Design ssr4_to_ssr6_gearbox, sky130hd; sources not shown.
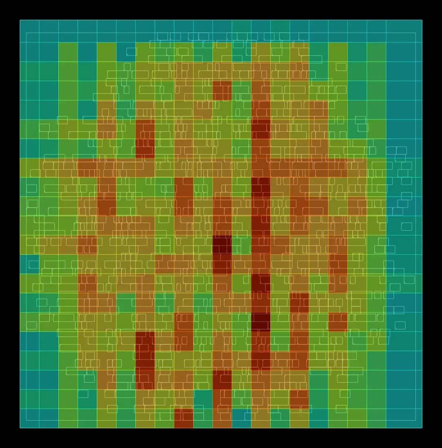
congestion_map.png
wire per inst: 19.0 µm
M3 GR Usage: 0.0362
Final Util: 0.461
GR Util met2: 0.315
met1 usage: 0.295

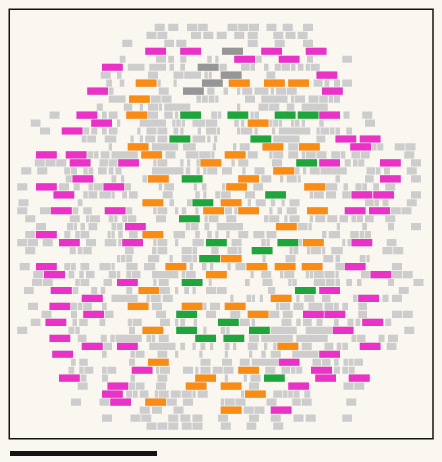
ff_map.png
Bar = 50 µm. Other sequential cells in the stronger grey, the rest of the logic in the fainter grey.
`hold0_q` -> orange  # placed flops 48
`dat_o` -> magenta  # placed flops 72, where widely spread
`hold1_q` -> green  # placed flops 24
not coloured = 5
FF+latch area: 2980 µm²
fraction of area in registers: 0.335
Seq group: 1.51 mW

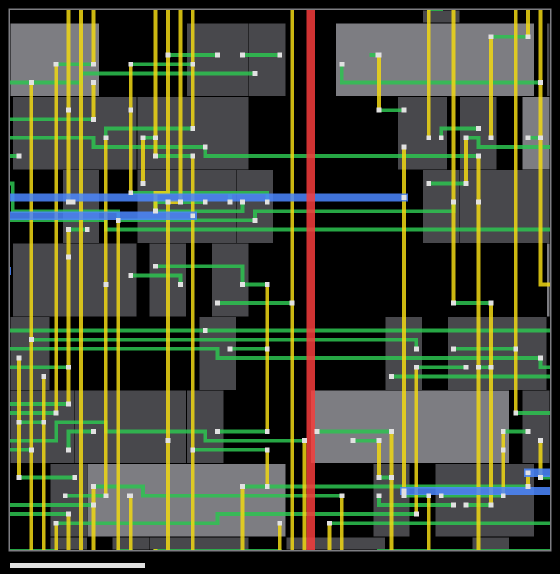
closeup.png
Bar = 5 µm. Region (62, 92) to (82, 112) µm. Cells in grey, sequential cells in the stronger grey; small squares are vias.
M2 -> yellow
M3 -> blue
M1 -> green
M4 -> red
most frequent = clkbuf_1 (7)
sequential cells in the window = 3
cells with their middle in the window = 26

==> metrics.cfg <==
[outcome]
status = completed

[final_timing]
finalMaxSlewViolations = 0
post-route-min-period_ns = 3.42
finalCritPeriodShare = 0.805
grt_setup_unrepaired = false
tightest_slew_ns = 0.941
setup_viol = 0

[clock_tree]
hold_buffers = 0
clockBufferDepth = 2
cts_sinks = 149
cts_buffers = 17
cts_tree = built
root_buffer = clkbuf_16
postCtsSetupRepairBufs = 0

[logic_synthesis]
ys.flops = 149
yosys-stat-cells = 700
yosysWarnings = 0
synth-edff-count = 0
yosys_area_um2 = 6740
synthFlopType = dfxtp_1
syn_inst = 700

[worst_setup_path]
r2r_cells = 6
crit_required_ns = 4.54
critPathMaxFanout = 10
critPathArrivalTime_ns = 3.71
cp-start-kind = input port

[route]
wirelength_mm = 21.3
drcViolationCount = 0
firstDrtPassIters = 7
viasPerCell = 5.07
final_antenna_net_count = 0

[min_path]
min_path_cells = 2
hold_class = reg2reg

[layout]
diodes = 0
largest_reg_flops = 72
fin_nets = 897
drive_above_1_share = 0.0877

[global_route]
grt_max_degree = 17
grt_antenna_before_repair = 0
grt.busiest_layer = met2
grt_pass1_vias = 5602
grt_use_total = 0.211
grt_pass1_wl_mm = 32.6

[floorplanning]
fp_util = 0.348
chip_area_um2 = 21000
die_h_um = 146
ios = 125

[placed_design]
finalWeightedCongestion = 0.796
dp_hpwl_mm = 15.7

[power]
p_per_area_nw_per_um2 = 422
vdd_drop_max_uv = 283

==> cells by family (layout without fill, tap and decap cells) <==
group / count (synthesis) / in the layout / synth area share
simple gates: 177 / 177 / 0.127
buf+inv: 79 / 234 / 0.0711
mux: 120 / 120 / 0.178
flops: 149 / 149 / 0.443
compound gates: 171 / 171 / 0.173
fa+ha+maj: 4 / 4 / 0.00743
==> per-layer routing <==
metal | vias up | part of all wire
li1 | 2786 | -
met3 | 23 | 0.048
met2 | 164 | 0.44
met4 | 0 | 0.016
met5 | - | 0
met1 | 2706 | 0.49
==> cell type report <==
type,instances,area (µm²)
Buffer,76,448
Clock buffer,19,453
Clock inverter,13,180
Fill cell,1882,10400
Inverter,3,11.3
Multi-Input combinational cell,472,3270
Sequential cell,149,2980
Tap cell,265,332
Timing Repair Buffer,123,1230
==> cells in the final DEF (no fill, tap or decap) <==
cell type,netlist,routed
bufinv_16,0,4
clkbuf_8,0,2
and2_1,1,1
dlygate4sd3_1,0,75
buf_6,17,17
nor3b_1,1,1
nor3_1,2,2
o21ai_0,12,21
o21ai_1,60,51
inv_1,3,3
mux2i_1,120,120
clkinvlp_4,0,3
nor2b_1,73,73
o211ai_1,1,1
nand2b_1,1,1
clkbuf_4,1,1
clkbuf_16,0,17
o41ai_1,68,68
a21oi_1,25,25
clkinv_2,0,4
dfxtp_1,149,149
buf_1,5,2
nor2_1,50,50
ha_1,4,4
clkdlybuf4s50_1,0,48
clkbuf_1,22,35
clkinv_4,0,2
nand2_1,49,49
o41ai_2,4,4
buf_2,26,19
o21ba_1,1,1
buf_4,5,2
==> worst max-delay path, cell delays in order <==
cell	delay [ns]
dlygate4sd3_1	0.59
nand2b_1	0.21
ha_1	0.33
clkbuf_1	0.49
clkbuf_1	0.61
buf_2	0.46
o41ai_1	0.15
==> Yosys cell counts, types with 4 or more instances <==
master / number / area [µm²]
a21oi_1: 25 / 125
buf_1: 5 / 18.8
buf_2: 26 / 130
buf_4: 5 / 37.5
buf_6: 17 / 191
clkbuf_1: 22 / 82.6
dfxtp_1: 149 / 2980
ha_1: 4 / 50.1
mux2i_1: 120 / 1200
nand2_1: 49 / 184
nor2_1: 50 / 188
nor2b_1: 73 / 457
o21ai_0: 12 / 60.1
o21ai_1: 60 / 300
o41ai_1: 68 / 596
o41ai_2: 4 / 65.1
==> metrics by stage <==
stage	instance area, µm²	instances	worst slack, ns
6_report	8910	1120	0.830
5_1_grt	8910	1120	0.701
4_1_cts	8930	1120	1.54
3_5_place_dp	8300	1088	1.10
3_3_place_gp	8300	1088	1.09
2_1_floorplan	6740	700	1.94
==> power breakdown <==
group	total, mW	switching [mW]	internal [mW]
clock	1.62	0.611	1.01
sequential	1.51	0.0364	1.47
combinational	0.630	0.408	0.222
total	3.76	1.06	2.71
Power figures rest on the tool's default switching activity, not on a simulated workload.
